File: src/rtl/keypad_pkg.sv
// keypad_pkg: shared types, constants and key decoding for the keypad scanner
package keypad_pkg;
  typedef enum logic [1:0] {SCAN, DEBOUNCE, HOLD} state_t;
  localparam logic [3:0] COLS_RESET = 4'b1110;
  localparam logic [3:0] ROWS_IDLE = 4'b1111;
  localparam logic [63:0] KEYMAP = 64'hDF0E_C987_B654_A321;
  function automatic logic [3:0] keymap(input logic [1:0] row, input logic [1:0] col);
    return KEYMAP[{row, col, 2'b00} +: 4];
  endfunction
  function automatic logic [1:0] low_idx(input logic [3:0] v);
    logic [1:0] idx;
    idx = 2'd0;
    for (int i = 3; i >= 0; i--) if (!v[i]) idx = 2'(i);
    return idx;
  endfunction
endpackage

File: src/rtl/scan_tick_gen.sv
// scan_tick_gen: free-running prescaler emitting a one-cycle tick on each wrap
module scan_tick_gen #(
  parameter int SCAN_DIV = 15
) (
  input  logic clk,
  input  logic rst_n,
  output logic tick
);
  logic [SCAN_DIV-1:0] pre;
  always_ff @(posedge clk or negedge rst_n)
    if (!rst_n) begin
      pre <= '0;
      tick <= 1'b0;
    end else begin
      pre <= pre + SCAN_DIV'(1);
      tick <= &pre;
    end
endmodule

File: src/rtl/keypad_scanner.sv
// keypad_scanner: 4x4 keypad column scan, debounce, decode and 4-digit shift register
module keypad_scanner
  import keypad_pkg::*;
#(
  parameter int SCAN_DIV = 15,
  parameter int DEBOUNCE_SCANS = 4
) (
  input  logic        clk,
  input  logic        rst_n,
  input  logic [3:0]  rows_n,
  output logic [3:0]  cols_n,
  input  logic        clear,
  output logic        key_valid,
  output logic [3:0]  key_code,
  output logic [15:0] dout
);
  localparam logic [3:0] DS = 4'(DEBOUNCE_SCANS);
  logic tick, single;
  logic [3:0] rs_meta, rs, pat, cnt, cnt_inc, code;
  logic [1:0] row, col;
  state_t state;
  scan_tick_gen #(.SCAN_DIV(SCAN_DIV)) u_tick (.clk(clk), .rst_n(rst_n), .tick(tick));
  always_comb begin
    single = $countones(~rs) == 1;
    pat = ~(4'd1 << row);
    cnt_inc = &cnt ? cnt : cnt + 4'd1;
    code = keymap(row, col);
  end
  always_ff @(posedge clk or negedge rst_n)
    if (!rst_n) begin
      rs_meta <= ROWS_IDLE;
      rs <= ROWS_IDLE;
      cols_n <= COLS_RESET;
      state <= SCAN;
      cnt <= '0;
      row <= '0;
      col <= '0;
      key_valid <= 1'b0;
      key_code <= '0;
      dout <= '0;
    end else begin
      rs_meta <= rows_n;
      rs <= rs_meta;
      key_valid <= 1'b0;
      if (tick)
        case (state)
          SCAN:
            if (single) begin
              row <= low_idx(rs);
              col <= low_idx(cols_n);
              cnt <= 4'd1;
              state <= DEBOUNCE;
            end else cols_n <= {cols_n[2:0], cols_n[3]};
          DEBOUNCE:
            if (rs != pat) state <= SCAN;
            else if (cnt_inc >= DS) begin
              key_valid <= 1'b1;
              key_code <= code;
              dout <= {dout[11:0], code};
              cnt <= '0;
              state <= HOLD;
            end else cnt <= cnt_inc;
          HOLD:
            if (rs != ROWS_IDLE) cnt <= '0;
            else if (cnt_inc >= DS) begin
              cnt <= '0;
              state <= SCAN;
            end else cnt <= cnt_inc;
          default: state <= SCAN;
        endcase
      if (clear) dout <= '0;
    end
endmodule

File: config.mk
export PLATFORM = sky130hd
export DESIGN_NAME = keypad_scanner
export DESIGN_NICKNAME = d
export VERILOG_FILES = /design/src/rtl/keypad_pkg.sv /design/src/rtl/scan_tick_gen.sv /design/src/rtl/keypad_scanner.sv
export SDC_FILE = /design/constraint.sdc
export NUM_CORES = 1
export LEC_CHECK = 0
export CELL_PAD_IN_SITES_DETAIL_PLACEMENT = 0
export CELL_PAD_IN_SITES_GLOBAL_PLACEMENT = 1
export CORE_MARGIN = 2
export CORE_UTILIZATION = 25
export CTS_CLUSTER_SIZE = 16
export DETAILED_ROUTE_END_ITERATION = 6
export PLACE_DENSITY = 0.53
export SYNTH_ARGS = -nofsm -noshare
export SYNTH_HDL_FRONTEND = slang
export SYNTH_SLANG_ARGS = --single-unit
File: constraint.sdc
create_clock -name clk -period 2.3 [get_ports clk]
set_input_delay 0.46 -clock clk [delete_from_list [all_inputs] [get_ports clk]]
set_output_delay 0.46 -clock clk [all_outputs]
set_load 0.03 [all_outputs]
==> changes_impl.md <==
### Implementation results

- Layout Nets: 307
- Top-area cell share: 0.4270
- Hold Path Class: input port to asynchronous set/reset pin
- Synth cell types: 49
- Max Clock Freq: 425.2 MHz
- Max-cap violations: 0
- Flop area: 0.001490 mm^2
- Seq cells post-synth: 59
- Placer Congestion: 0.7251
- Initial drt markers: 76
- Clock network power: 0.00106 W
- Crit-path leading delay family: adder cells
- CLK BUF: 9
- CP Buf/Inv Count: 1
- Fin crit period: 2.352 ns
- Cell Area, Synth: 0.002813 mm^2
- Final Max Slew Viols: 0
- Setup slack at placement: -0.09760 ns
- Startpoint Class: flop
- Port Buffers: 31
- Floorplan Nets: 262
- Largest net degree at the start of global routing: 44
- Clk sink count: 59
- Die y size: 110.1 um
- Flop share of the area: 0.4121
- Inserted Clock Buffers: 9
- Area Overhead vs Synth: 28.56%
- Placeable Area: 0.01089 mm^2
- Combinational power: 0.0000953 W
- Detail Placement HPWL: 3837 um
- Clock power frac: 0.480
- Placed cell count: 414
- Fp_density: 0.2583
- Top cells by count: 48 x dfrtp_1, 25 x nor2_1, 16 x mux2i_1
- Post-synth seq share: 0.5298
- Cells after synthesis: 241
- Number of non-clock inverters: 16
- Synth warn: 0
- Critical-path cell list: fa_1 -> inv_2 -> ha_4 -> ha_4 -> nor3b_4 -> o21ai_2 -> a311oi_2 -> o21ai_1 -> mux2i_1
- ANT cells: 0
- Crit path max fanout: 3
- Area-dominant class: flip-flops and latches
- Placed Area: 0.003328 mm^2
- EDFF count, synth: 0
- Final instance area: 0.003616 mm^2
- Combinational share of power: 0.043
- Clock skew: 0.01214 ns
- Violated checks: negative setup slack
- Sequential cell power: 0.00105 W
- Yosys Instances: 241
- Setup Crit Path Kind: flop to flop
- Most numerous cell in the Yosys netlist: dfrtp_1
- Post-DR vias/cell: 4.329
- H-tree lvl count: 3
- Reg2reg start: rs[1]
- Final setup fails: 4
- Critical path data required time: 2.53 ns
- Pint: 0.001708 W
- Hold Fails Final Rpt: 0
- Sw frac: 0.2281
- Insertion Delay late pin: 0.34 ns
- Status: finished with violations
- Vias in the first global route: 1904
- Final hold slack: 0.1901 ns
- Drt total wl: 5511 um
- Signal buf overhead: 0.1097
- Die ar.: 0.01212 mm^2
- CTS resizes: 10
- Std-Cell Rows: 38
- Post-route setup slack: -0.05197 ns
## final timing paths
check                                 to
worst max-delay path            state[0]
worst min-delay path            state[1]
worst max register to register  state[0]
worst min register to register     rs[2]
max in group asynchronous        dout[0]
min in group clk                   rs[2]
## worst register-to-register path, stage by stage (launching register included)
cell and delay (ns):
dfstp_2 0.54, fa_1 0.43, inv_2 0.08, ha_4 0.13, ha_4 0.20, nor3b_4 0.20, o21ai_2 0.09, a311oi_2 0.30
o21ai_1 0.14, mux2i_1 0.13
## layout by cell type, fill, tap and decap left out, drive strengths merged, types with 5 or more instances in the layout
cell type and instances:
dfrtp 48, o21ai 13, dfstp 11, inv 18
nand3 6, clkbuf 9, xor2 6, clkdlybuf4s50 30
a21oi 5, xnor2 8, mux2 8, ha 13
nor2 26, mux2i 16, buf 11, nand2 14
## cells by family (layout without fill, tap and decap cells)
family / count (synthesis) / after routing / synth area share
multiplexers: 24 / 24 / 0.09297
flip-flops: 59 / 59 / 0.5298
AND/OR/NAND/NOR: 71 / 71 / 0.1290
adder cells (fa/ha/maj): 14 / 14 / 0.06495
XOR/XNOR: 14 / 14 / 0.04360
AND-OR/OR-AND: 36 / 36 / 0.09831
buffers and inverters: 23 / 73 / 0.04137
## flip-flops by register name, indices dropped and copies added, names as in the netlist
signal,flops
dout,16
u_tick.pre,15
cnt,4
cols_n,4
key_code,4
rs,4
rs_meta,4
col,2
row,2
state,2
key_valid,1
u_tick.tick,1
## routing by layer
| metal | wire, um | up-vias | GRT usage |
|---|---|---|---|
| li1 | - | 916 | - |
| met1 | 2684 | 919 | 0.1322 |
| met2 | 2538 | 20 | 0.1560 |
| met3 | 145 | 11 | 0.02528 |
| met4 | 143 | 0 | 0.06239 |
| met5 | 0 | - | 0 |
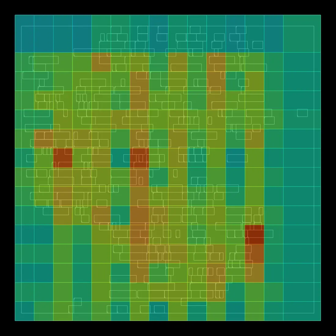
congestion.png
grt met3 use: 0.02528
GRT Max-Usage Layer: met2

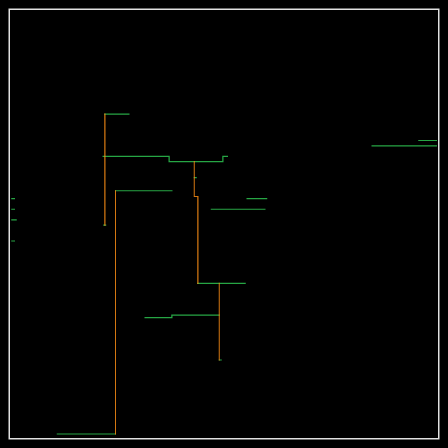
wires.png
Two of the layers only.
Key: green = metal 3 [wire length 146 um]; orange = metal 4 [wire length 143 um]
DR WL/cell: 12.79 um
Total GRT Usage: 0.1030
DR vias: 1866

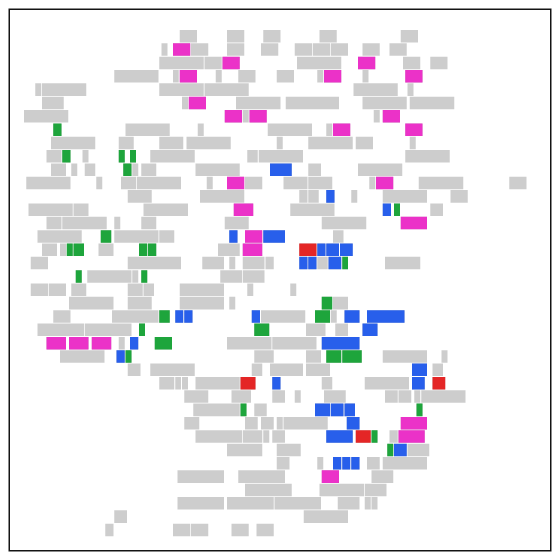
logic_types.png
Key: red = non-inverting ao/oa cells [cells 4]; magenta = mux cells [cells 24]; blue = aoi and oai cells [cells 32]; green = nand cells [cells 27]
logic share of the area: 0.3512
fin cells: 431
most frequent logic cell in the layout: dfrtp_1

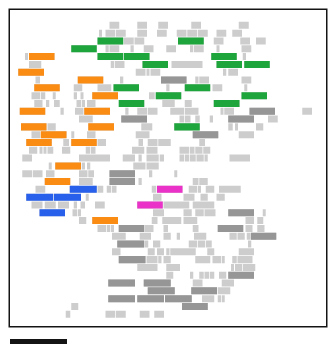
flops_by_reg.png
Bar = 20 um.
Key: magenta = row [sequential cells 2]; green = dout [sequential cells 16]; blue = cols_n [sequential cells 4, where left middle]; orange = u_tick.pre [sequential cells 15]
Another 22 sequential cells are not coloured.

Power is estimated from default activity; no workload was simulated.
